`src/rtl/dram_cache_pkg.sv`:
```
// Shared types and defaults for the DRAM-cache read path (intake, tag-compare, ROB).
package dram_cache_pkg;

    localparam int AXI_ADDR_WIDTH_DEF = 32;
    localparam int AXI_ID_WIDTH_DEF   = 4;
    localparam int TID_WIDTH_DEF      = 4;

    // tIDs start at 1 after reset so that 0 first appears only after a full wrap.
    localparam int TID_FIRST = 1;

    typedef logic [TID_WIDTH_DEF-1:0] tid_t;

    typedef struct packed {
        tid_t                          tid;
        logic [AXI_ADDR_WIDTH_DEF-1:0] addr;
    } tagged_req_t;

endpackage

```
`src/rtl/rd_req_tagger_tid_id_table.sv`:
```
// Per-tID ARID store: one synchronous write port, one asynchronous read port, synchronous clear.
module tid_id_table
    import dram_cache_pkg::*;
#(
    parameter int ID_WIDTH  = AXI_ID_WIDTH_DEF,
    parameter int TID_WIDTH = TID_WIDTH_DEF
)(
    input  logic                 clk,
    input  logic                 clr_i,
    input  logic                 wr_en_i,
    input  logic [TID_WIDTH-1:0] wr_tid_i,
    input  logic [ID_WIDTH-1:0]  wr_id_i,
    input  logic [TID_WIDTH-1:0] rd_tid_i,
    output logic [ID_WIDTH-1:0]  rd_id_o
);

    localparam int DEPTH = 1 << TID_WIDTH;

    logic [DEPTH-1:0][ID_WIDTH-1:0] rd_bus;

    for (genvar gi = 0; gi < DEPTH; gi++) begin : gen_entry
        logic [ID_WIDTH-1:0] entry_d;
        logic [ID_WIDTH-1:0] entry_q;

        always_comb begin
            entry_d = entry_q;
            if (wr_en_i && (wr_tid_i == TID_WIDTH'(gi))) begin
                entry_d = wr_id_i;
            end
        end

        always_ff @(posedge clk) begin
            if (clr_i) begin
                entry_q <= '0;
            end else begin
                entry_q <= entry_d;
            end
        end

        assign rd_bus[gi] = entry_q;
    end

    assign rd_id_o = rd_bus[rd_tid_i];

endmodule

```
`src/rtl/rd_req_tagger.sv`:
```
// AR intake: stamps sequential tIDs, limits tIDs in flight, records ARID per tID for the ROB.
module rd_req_tagger
    import dram_cache_pkg::*;
#(
    parameter int ADDR_WIDTH      = AXI_ADDR_WIDTH_DEF,
    parameter int ID_WIDTH        = AXI_ID_WIDTH_DEF,
    parameter int TID_WIDTH       = TID_WIDTH_DEF,
    parameter int MAX_OUTSTANDING = (1 << TID_WIDTH) - 1,
    localparam int CNT_WIDTH      = $clog2(MAX_OUTSTANDING + 1)
)(
    input  logic                  clk,
    input  logic                  rst_n,
    input  logic                  arvalid_i,
    output logic                  arready_o,
    input  logic [ID_WIDTH-1:0]   arid_i,
    input  logic [ADDR_WIDTH-1:0] araddr_i,
    output logic                  req_valid_o,
    input  logic                  req_ready_i,
    output logic [TID_WIDTH-1:0]  req_tid_o,
    output logic [ADDR_WIDTH-1:0] req_addr_o,
    input  logic                  retire_i,
    input  logic [TID_WIDTH-1:0]  retire_tid_i,
    input  logic [TID_WIDTH-1:0]  lookup_tid_i,
    output logic [ID_WIDTH-1:0]   lookup_id_o,
    output logic [CNT_WIDTH-1:0]  outstanding_o,
    output logic                  err_o
);

    logic [TID_WIDTH-1:0]  next_tid_q, next_tid_d;
    logic [CNT_WIDTH-1:0]  outstanding_q, outstanding_d;
    logic                  req_valid_q, req_valid_d;
    logic [TID_WIDTH-1:0]  req_tid_q, req_tid_d;
    logic [ADDR_WIDTH-1:0] req_addr_q, req_addr_d;
    logic                  err_q, err_d;

    logic                  can_accept;
    logic                  ar_fire;
    logic [TID_WIDTH-1:0]  oldest_tid;

    // Credit comes from the registered count, so a retire frees a slot one cycle later.
    assign can_accept = outstanding_q < CNT_WIDTH'(MAX_OUTSTANDING);
    assign arready_o  = rst_n & can_accept & (~req_valid_q | req_ready_i);
    assign ar_fire    = arvalid_i & arready_o;
    assign oldest_tid = next_tid_q - TID_WIDTH'(outstanding_q);

    always_comb begin
        next_tid_d    = next_tid_q;
        outstanding_d = outstanding_q;
        req_valid_d   = req_valid_q;
        req_tid_d     = req_tid_q;
        req_addr_d    = req_addr_q;
        err_d         = err_q;

        if (ar_fire) begin
            req_valid_d = 1'b1;
            req_tid_d   = next_tid_q;
            req_addr_d  = araddr_i;
            next_tid_d  = next_tid_q + TID_WIDTH'(1);
        end else if (req_valid_q && req_ready_i) begin
            req_valid_d = 1'b0;
        end

        if (retire_i && ((outstanding_q == '0) || (retire_tid_i != oldest_tid))) begin
            err_d = 1'b1;
        end

        // A retire with nothing in flight is ignored by the counter.
        unique case ({ar_fire, retire_i})
            2'b10: outstanding_d = outstanding_q + CNT_WIDTH'(1);
            2'b01: if (outstanding_q != '0) outstanding_d = outstanding_q - CNT_WIDTH'(1);
            2'b11: if (outstanding_q == '0) outstanding_d = CNT_WIDTH'(1);
            default: ;
        endcase
    end

    always_ff @(posedge clk) begin
        if (!rst_n) begin
            next_tid_q    <= TID_WIDTH'(TID_FIRST);
            outstanding_q <= '0;
            req_valid_q   <= 1'b0;
            req_tid_q     <= '0;
            req_addr_q    <= '0;
            err_q         <= 1'b0;
        end else begin
            next_tid_q    <= next_tid_d;
            outstanding_q <= outstanding_d;
            req_valid_q   <= req_valid_d;
            req_tid_q     <= req_tid_d;
            req_addr_q    <= req_addr_d;
            err_q         <= err_d;
        end
    end

    tid_id_table #(
        .ID_WIDTH  (ID_WIDTH),
        .TID_WIDTH (TID_WIDTH)
    ) u_tid_id_table (
        .clk      (clk),
        .clr_i    (~rst_n),
        .wr_en_i  (ar_fire),
        .wr_tid_i (next_tid_q),
        .wr_id_i  (arid_i),
        .rd_tid_i (lookup_tid_i),
        .rd_id_o  (lookup_id_o)
    );

    assign req_valid_o   = req_valid_q;
    assign req_tid_o     = req_tid_q;
    assign req_addr_o    = req_addr_q;
    assign outstanding_o = outstanding_q;
    assign err_o         = err_q;

endmodule
```
`config.mk`:
```
export PLATFORM = sky130hd
export DESIGN_NAME = rd_req_tagger
export DESIGN_NICKNAME = d
export VERILOG_FILES = /design/src/rtl/dram_cache_pkg.sv /design/src/rtl/rd_req_tagger_tid_id_table.sv /design/src/rtl/rd_req_tagger.sv
export SDC_FILE = /design/constraint.sdc
export NUM_CORES = 1
export LEC_CHECK = 0
export CAP_MARGIN = 30
export CORE_MARGIN = 8
export CORE_UTILIZATION = 40
export CTS_BUF_LIST = sky130_fd_sc_hd__clkbuf_8
export DETAILED_ROUTE_END_ITERATION = 6
export GPL_ROUTABILITY_DRIVEN = 1
export PLACE_DENSITY_LB_ADDON = 0.05
export RECOVER_POWER = 25
export SLEW_MARGIN = 20
export SYNTH_ARGS = -nofsm -noshare
export SYNTH_HDL_FRONTEND = slang
export SYNTH_SLANG_ARGS = --single-unit
```
`constraint.sdc`:
```
create_clock -name clk -period 4.4 [get_ports clk]
set_input_delay 0.88 -clock clk [delete_from_list [all_inputs] [get_ports clk]]
set_output_delay 0.88 -clock clk [all_outputs]
set_load 0.01 [all_outputs]
```
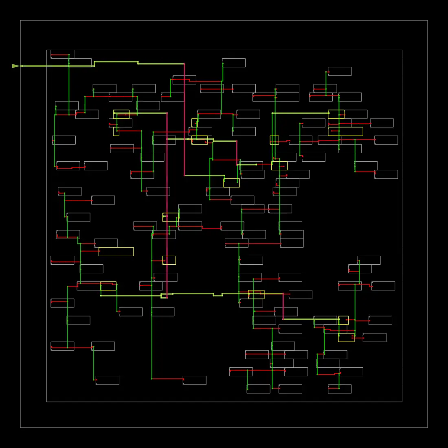
**Above:** the clock network.
sequential cell count: 110
Worst-Skew Late Latency: 0.39 ns
P_clk: 0.000682 W

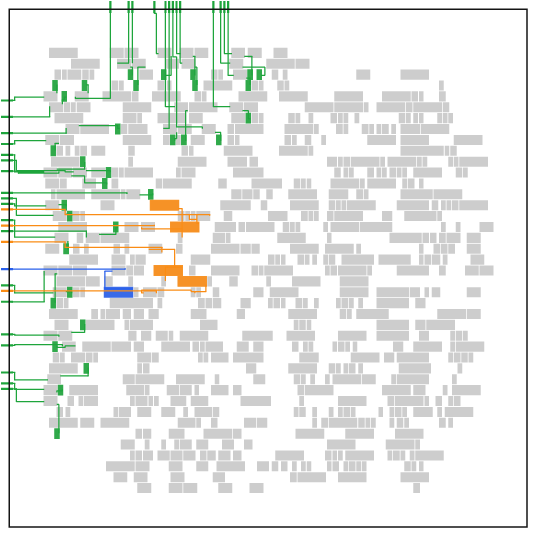
**Above:** wires at chosen ports, followed through buffers.
Scale: 4 px per µm.
port	colour	bits	direction	edge	end cells	buffers	wire
araddr_i	green	32	input	19 left, 13 top	32	32	686 µm
req_valid_o	blue	1	output	left	1	1	41.6 µm
req_tid_o	orange	4	output	left	4	4	225 µm
I/O Buffers: 95
io pins: 96

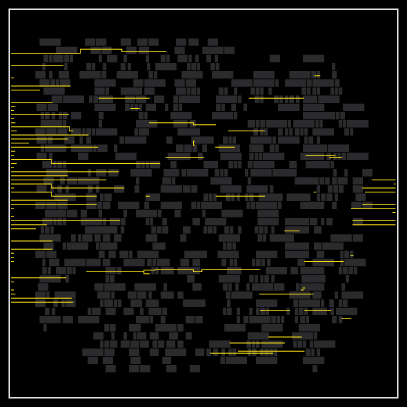
**Above:** signal wires on met3.
Scale: 3 px per µm.
nets with wire on the layer	69
wire length on this layer	1040 µm
share of all routed wire	7.7%
longest straight run	36.1 µm
main direction	horizontal
global-route track usage on met3: 0.0735
Via Count: 4231
DRT Wirelength: 13500 µm

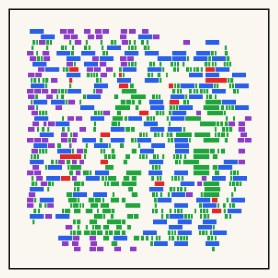
**Above:** placed cells, one colour a class.
Scale: 2 px per µm.
class	colour	cells
combinational and other logic	green	440
remaining buffers and delay cells	purple	105
sequential cells	blue	110
clock drivers and dummy loads	red	16
flop share of the area: 0.355
fin area: 6210 µm²
Final Core Density: 0.494

==> run_results.csv <==
group,metric,value,unit
run_status,status,"finished, violations left",
run_status,violations,"max-capacitance violations, max-slew violations",
sta,setup_tns,0,ns
worst_setup_path,worstPathRequired,3.52,ns
floorplan,fp-row-count,41,
hold_path,min_from,"req_addr_o[8]",
power,switching_share,0.259,
power,power_leader,"sequential cells",
sta,setup_slack,0.391,ns
layout,logic_gates,435,
power,internal_power,0.00148,W
layout,largest_register_ff_count,64,
worst_setup_path,critPathLaunch,"lookup_tid_i[0]",
job,cap_violations,1,
grt,grt_pass1_wl,22100,µm
worst_setup_path,crit_arrival,3.13,ns
worst_setup_path,slowest_delay,0.77,ns
grt,antenna_found_initial,0,
logic_synthesis,postSynthSeqShare,0.431,
hold_path,min_to,"req_addr_o[8]",
placed_design,place_area,6150,µm²
worst_setup_path,path_class,"primary input to primary output",
power,max-vdd-ir-drop,195,µV
routing,drc,0,
floorplan,die_y,129,µm
power,pwr-share-seq,0.525,
grt,met2_usage,0.276,
sta,fin_crit_sh,0.911,
layout,fin_cells,843,
layout,inv_count,5,
routing,met1Wirelength,5920,µm
layout,area_delta_synth_final,21.4,%
layout,comb_share,0.408,
clocking,cts-root-buf,"clkbuf_8",
layout,nonClkBufAreaFrac,0.164,
layout,final_nets,724,
sta,finalCriticalPeriod,4.01,ns
floorplan,die_w,129,µm
clocking,tritoncts,"yes",
job,warnings,29,
sta,rsz0062_at_grt,"false",
worst_setup_path,reg2reg_slack,1.79,ns
hold_path,hp-class,"register to register",
floorplan,dieArea,16700,µm²
hold_path,holdPathStages,2,
power,finalPower,0.00199,W
clocking,clkSlewWorstSetupHoldPaths,0.10,ns
logic_synthesis,syn_area,5110,µm²
worst_setup_path,crit_chain,"clkdlybuf4s50_1 > buf_4 > mux4_2 > nand3_1 > nand3_1 > clkdlybuf4s50_1",
layout,flop_area,2200,µm²
routing,wl_met2,6340,µm
grt,overflow,0,
routing,via_per_inst,5.02,
logic_synthesis,avgSynthCellArea,8.58,µm²
routing,dr_wl_met3,1040,µm
logic_synthesis,synth_flops,110,
layout,mi_logic_area,2530,µm²
logic_synthesis,syn-instance-count,596,
logic_synthesis,synth-edff-count,0,
layout,drive_gt1_frac,0.0849,
floorplan,fp_util,0.407,
worst_setup_path,endpoint,"lookup_id_o[3]",
worst_setup_path,path_delay_family,"buffers and inverters",
floorplan,num_tap_cells,172,
floorplan,core_area,12600,µm²
routing,dr.pass1.iters,4,
placed_design,dp_slack,0.352,ns
worst_setup_path,r2r_end,"u_tid_id_table.gen_entry[2].entry_q[1]",
power,pg_seq,0.00105,W
logic_synthesis,yosysTopAreaCellShare,0.431,
logic_synthesis,common_cells,"211 x nand2_1, 110 x dfxtp_1, 69 x o21ai_0",
logic_synthesis,synth-main-ff-cell,"dfxtp_1",
logic_synthesis,yosys_cells,596,
layout,diodes,0,
clocking,clockBufferDepth,2,
sta,fin_worst_skew,0.00903,ns
clocking,cts-resized-gates,0,
sta,slew_headroom,-0.0281,
power,powerDensity,321,nW/µm²
logic_synthesis,yosysTopAreaCell,"dfxtp_1",
routing,wl_per_cell,16.1,µm
sta,tightest_slew,1.54,ns
logic_synthesis,synthArstFlopShare,0,
placed_design,dp_hpwl,9550,µm
power,p_comb,0.000264,W
logic_synthesis,most_common_cell,"nand2_1",
grt,met1_usage,0.199,
worst_setup_path,r2r-start,"req_valid_o",
worst_setup_path,critPathLaunchType,"primary input",
sta,finalHoldViolCount,0,
layout,n_all_buffers,105,
logic_synthesis,yosys_area,5110,µm²
grt,globalRouteTotalUtil,0.170,
sta,max_freq,0.249,GHz
sta,drv_slew,23,
clocking,cts_buffers,9,
grt,grt_start_max_net_pins,71,
clocking,h-tree-depth,3,
worst_setup_path,crit_buf_inv,3,
power,clockPowerShare,0.342,
grt,grt_pass1_vias,4246,
layout,num-clock-buffers,9,
layout,largest_class,"multi-input combinational cells",
routing,drt_iter0_markers,281,
power,combPwrFrac,0.133,
clocking,cts_hold_buf,0,
logic_synthesis,area_leaders,"dfxtp_1 43%, nand2_1 15%, mux4_2 7.1%, o21ai_0 6.8%, nor4_4 6.7%",
clocking,postCtsSetupBuffers,0,
power,p_sw,0.000515,W
logic_synthesis,synth_nets,654,
layout,clkCellAreaFrac,0.0357,
layout,fill_cells,1256,
layout,top_register,"u_tid_id_table.gen_entry.entry_q",
placed_design,routabilityCongestion,0.787,
logic_synthesis,ys_warn_count,0,
routing,dr.max_layer_used,"met4",
routing,postRouteAntennaNets,0,
worst_setup_path,slowest_stage,"clkdlybuf4s50_1",
power,leakagePower,2.06,nW
logic_synthesis,yosysUniqueCellTypes,39,
worst_setup_path,end_kind,"primary output",
worst_setup_path,rr_worst_depth,4,
clocking,clock-sinks,110,
sta,setup_viol,0,
sta,whs,0.457,ns
-- logic make-up (layout without fill, tap and decap cells) --
kind of cell    Yosys count  after routing  synth area share
compound gates          120            120             0.124
xor+xnor                 12             12            0.0206
fa+ha+maj                 9              9            0.0235
buf+inv                  51            126            0.0448
flops                   110            110             0.431
mux                      18             18            0.0747
simple gates            276            276             0.281
-- placed cells by master (no fill, tap or decap), drive strengths merged, types with 4 or more instances in the layout --
master / count
a22oi: 4
clkdlybuf4s50: 93
nand3: 14
nor4: 17
inv: 5
nor2: 11
clkinv: 4
a21oi: 40
dfxtp: 110
nand2: 211
clkbuf: 10
xnor2: 11
or3b: 4
mux4: 16
ha: 8
o21ai: 69
buf: 10
nand3b: 8
Power and IR drop assume default switching activity.
